### config.mk
export PLATFORM = sky130hd
export DESIGN_NAME = neuron_accumulator
export DESIGN_NICKNAME = d
export VERILOG_FILES = /design/src/rtl/neuron_accumulator.sv
export SDC_FILE = /design/constraint.sdc
export NUM_CORES = 1
export LEC_CHECK = 0
export CAP_MARGIN = 20
export CORE_MARGIN = 10
export CORE_UTILIZATION = 45
export CTS_CLUSTER_DIAMETER = 200
export DETAILED_ROUTE_END_ITERATION = 7
export PLACE_DENSITY_LB_ADDON = 0.12
export SLEW_MARGIN = 30
export SYNTH_ARGS = -nofsm -noshare
export SYNTH_HDL_FRONTEND = slang
export SYNTH_SLANG_ARGS = --single-unit
### constraint.sdc
create_clock -name clk -period 23.5 [get_ports clk]
set_input_delay 7.05 -clock clk [delete_from_list [all_inputs] [get_ports clk]]
set_output_delay 7.05 -clock clk [all_outputs]
set_load 0.02 [all_outputs]
### src/rtl/neuron_accumulator.sv
// ---------------------------------------------------------------------------
// neuron_accumulator
//   Serial multiply-accumulate neuron for the XOR network. It consumes
//   N_INPUTS (x, w) pairs over a valid/ready stream. The bias is added with
//   the first pair. The signed sum is clamped to [-16, +16] and emitted as a
//   sign + thermometer code for the sigmoid activation stage.
//
//   Optional feature macro: NEURON_FRAC_SHIFT_EN
//     When defined, the product sum is treated as fixed point with FRAC_BITS
//     fractional bits. The bias is pre-shifted into that format. The final sum
//     is rounded half up and shifted back to an integer before clamping.
//     When undefined, all arithmetic is integer and FRAC_BITS has no effect.
//
// Ports
//   clk        in   1       rising-edge clock
//   rst        in   1       synchronous reset, active high
//   in_valid   in   1       in_x/in_w pair valid
//   in_ready   out  1       block accepts a pair this cycle (ACC state)
//   in_x       in   DATA_W  signed activation input
//   in_w       in   DATA_W  signed weight
//   bias       in   DATA_W  signed bias, sampled with the first pair
//   out_valid  out  1       out_code valid (OUT state)
//   out_ready  in   1       downstream accepts out_code
//   out_code   out  17      bit16 = sign, bits[15:0] = thermometer magnitude
//   out_sat    out  1       magnitude exceeded 16 and was clamped
// ---------------------------------------------------------------------------
module neuron_accumulator #(
    parameter int N_INPUTS  = 2,
    parameter int DATA_W    = 8,
    parameter int ACC_W     = 20,
    parameter int FRAC_BITS = 4
) (
    input  logic                     clk,
    input  logic                     rst,
    input  logic                     in_valid,
    output logic                     in_ready,
    input  logic signed [DATA_W-1:0] in_x,
    input  logic signed [DATA_W-1:0] in_w,
    input  logic signed [DATA_W-1:0] bias,
    output logic                     out_valid,
    input  logic                     out_ready,
    output logic [16:0]              out_code,
    output logic                     out_sat
);

    localparam int IDX_W = (N_INPUTS > 1) ? $clog2(N_INPUTS) : 1;
    localparam logic [IDX_W-1:0] IDX_LAST  = IDX_W'(N_INPUTS - 1);
    localparam logic [ACC_W-1:0] SAT_LIMIT = ACC_W'(16);

    typedef enum logic [1:0] {
        ST_ACC   = 2'd0,
        ST_FINAL = 2'd1,
        ST_OUT   = 2'd2
    } state_t;

    // k ones, LSB-aligned; k is already clamped to 0..16.
    function automatic logic [15:0] therm_encode(input logic [4:0] k);
        logic [15:0] code;
        code = 16'h0000;
        for (int i = 0; i < 16; i++) begin
            if (5'(i) < k) begin
                code[i] = 1'b1;
            end else begin
                code[i] = 1'b0;
            end
        end
        return code;
    endfunction

    state_t                  state_q, state_d;
    logic [IDX_W-1:0]        idx_q, idx_d;
    logic signed [ACC_W-1:0] acc_q, acc_d;
    logic [16:0]             out_code_q, out_code_d;
    logic                    out_sat_q, out_sat_d;

    logic signed [2*DATA_W-1:0] prod_s;
    logic signed [ACC_W-1:0]    prod_ext_s;
    logic signed [ACC_W-1:0]    bias_ext_s;
    logic signed [ACC_W-1:0]    sum_s;
    logic                       sum_neg_s;
    logic [ACC_W-1:0]           mag_s;
    logic                       sat_s;
    logic [4:0]                 k_s;

    // Product, bias alignment and the clamped magnitude of the final sum.
    always_comb begin
        prod_s     = in_x * in_w;
        prod_ext_s = ACC_W'(prod_s);
`ifdef NEURON_FRAC_SHIFT_EN
        bias_ext_s = ACC_W'(bias) <<< FRAC_BITS;
        // Add half an LSB before the arithmetic shift: round half up.
        sum_s      = (acc_q + (ACC_W'(1) <<< (FRAC_BITS - 1))) >>> FRAC_BITS;
`else
        bias_ext_s = ACC_W'(bias);
        sum_s      = acc_q;
`endif
        sum_neg_s  = sum_s[ACC_W-1];
        if (sum_neg_s) begin
            mag_s = ACC_W'(-sum_s);
        end else begin
            mag_s = ACC_W'(sum_s);
        end
        sat_s = (mag_s > SAT_LIMIT);
        if (sat_s) begin
            k_s = 5'd16;
        end else begin
            k_s = mag_s[4:0];
        end
    end

    // Next-state logic for the ACC -> FINAL -> OUT evaluation cycle.
    always_comb begin
        state_d    = state_q;
        idx_d      = idx_q;
        acc_d      = acc_q;
        out_code_d = out_code_q;
        out_sat_d  = out_sat_q;
        case (state_q)
            ST_ACC: begin
                if (in_valid) begin
                    if (idx_q == {IDX_W{1'b0}}) begin
                        acc_d = bias_ext_s + prod_ext_s;
                    end else begin
                        acc_d = acc_q + prod_ext_s;
                    end
                    if (idx_q == IDX_LAST) begin
                        idx_d   = {IDX_W{1'b0}};
                        state_d = ST_FINAL;
                    end else begin
                        idx_d   = idx_q + IDX_W'(1);
                        state_d = ST_ACC;
                    end
                end else begin
                    state_d = ST_ACC;
                end
            end
            ST_FINAL: begin
                out_code_d = {sum_neg_s, therm_encode(k_s)};
                out_sat_d  = sat_s;
                state_d    = ST_OUT;
            end
            ST_OUT: begin
                if (out_ready) begin
                    idx_d   = {IDX_W{1'b0}};
                    state_d = ST_ACC;
                end else begin
                    state_d = ST_OUT;
                end
            end
            default: begin
                idx_d   = {IDX_W{1'b0}};
                state_d = ST_ACC;
            end
        endcase
    end

    // State, accumulator and result registers; reset discards any partial sum.
    always_ff @(posedge clk) begin
        if (rst) begin
            state_q    <= ST_ACC;
            idx_q      <= {IDX_W{1'b0}};
            acc_q      <= {ACC_W{1'b0}};
            out_code_q <= 17'h00000;
            out_sat_q  <= 1'b0;
        end else begin
            state_q    <= state_d;
            idx_q      <= idx_d;
            acc_q      <= acc_d;
            out_code_q <= out_code_d;
            out_sat_q  <= out_sat_d;
        end
    end

    // Handshake outputs decode the registered state only, so neither ready
    // nor valid depends combinationally on the opposite side.
    assign in_ready  = (state_q == ST_ACC);
    assign out_valid = (state_q == ST_OUT);
    assign out_code  = out_code_q;
    assign out_sat   = out_sat_q;

endmodule
metal_density.png
Scale: 3 px per um. The die is cut into 28 by 28 equal tiles; dark purple is low, yellow is high, scaled to the fullest tile. Values are wire area over tile area, all layers added.
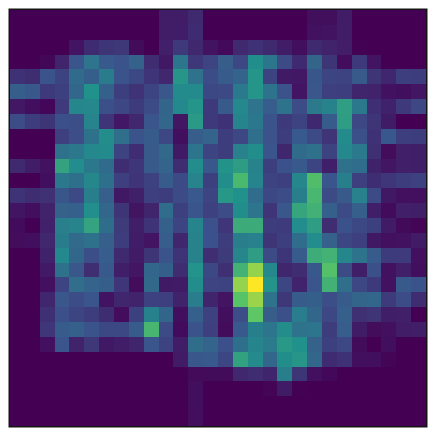
densest ninth of the die: center
tiles over half the peak: 5.1%
nearly empty tiles: 26%
emptiest ninth of the die: lower left
mean over tiles: 0.12
average wire per standard cell: 14.89 um
total global routing track utilization: 14.66%
Via Count: 5419
overall routed net length: 14720 um

layer_met3.png
Scale: 3 px per um. Cells faint in the background.
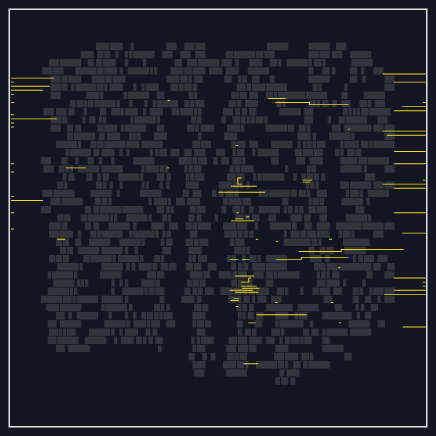
wire length on this layer: 460 um
longest straight run: 20.7 um

sizes.png
Scale: 2 px per um.
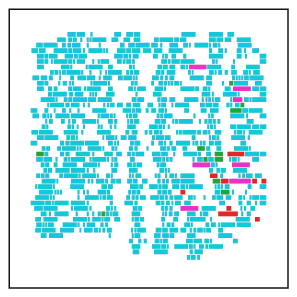
[cyan] _0 and _1 cells | cells: 782 | most used: inv_1
[green] _2 cells | cells: 11 | most used: or2_2
[red] _3 and _4 cells | cells: 9 | most used: buf_4
[magenta] _6 and larger | cells: 7 | most used: clkbuf_16

==> results.cfg <==
; physical design summary
[global_route]
pin_count_of_the_biggest_net_entering_global_routing = 43
initial_antenna_violation_count = 0
globalRoute.busiestLayer = met2

[layout]
comb_share_pct = 70.38
non_clock_buffer_count = 51
final-comb-area_sq_um = 5022
seq-cell-share_pct = 11.50
final_layout_top_logic_cell = inv_1
post_layout_nonfiller_instances = 989
buffer_area_share_pct = 7.014
antennaDiodeCount = 0

[worst_setup_path]
cp_arrival_ps = 13570
critical_path.slowest_cell = xnor2_1
cell_count_along_the_critical_path = 24

[run_status]
status = finished clean

[clock_network]
cts_htree_levels = 2
clock_insertion_delay_worst_skew_ps = 290
cts_made_buffers = 5
cts-resized-gates = 0

[route]
number_of_remaining_drc_errors = 0
first_pass_iters = 5

[synthesis]
synth.yosys.chip_area_sq_um = 6334
synth.area.top_cells = fa_1 18%, ha_1 13%, dfxtp_1 13%, inv_1 6.2%, nor2_1 4.9%
yosys.cell_types.count = 63
seq_area_frac_synth_pct = 12.96
synthFlopType = dfxtp_1

[sta]
fin_worst_hold_slack_ps = 491.9
max-slew-margin-rel_pct = 45.44

[floorplanning]
dieWidth_um = 138.6
chipArea_sq_um = 19220
die_height_um = 138.6

[min_path]
whs_path_depth = 2
hold_path.startpoint = out_code[15]$_SDFFE_PP0P_
## cell families (layout without fill, tap and decap cells)
logic type / Yosys count / count (layout) / share of synthesized area (%)
and+or+nand+nor: 236 / 236 / 19.18
AOI/OAI and AO/OA: 188 / 188 / 20.47
buffers and inverters: 127 / 163 / 7.764
adders and majority gates: 125 / 125 / 31.45
xor gates and xnor gates: 47 / 47 / 6.717
DFF: 41 / 41 / 12.96
muxes: 9 / 9 / 1.462
## worst reg2reg max path, delay by kind of cell (launching register included)
family,cells,cell delay (ps)
compound gates,2,420
fa+ha+maj,1,180
xor+xnor,1,250
flops,1,420
simple gates,5,2110
buf+inv,1,170
## state kept, by name, summed over array words and instances (netlist names)
signal    flops
idx_q         1
out_code     17
acc_q        20
out_sat       1
state_q       2
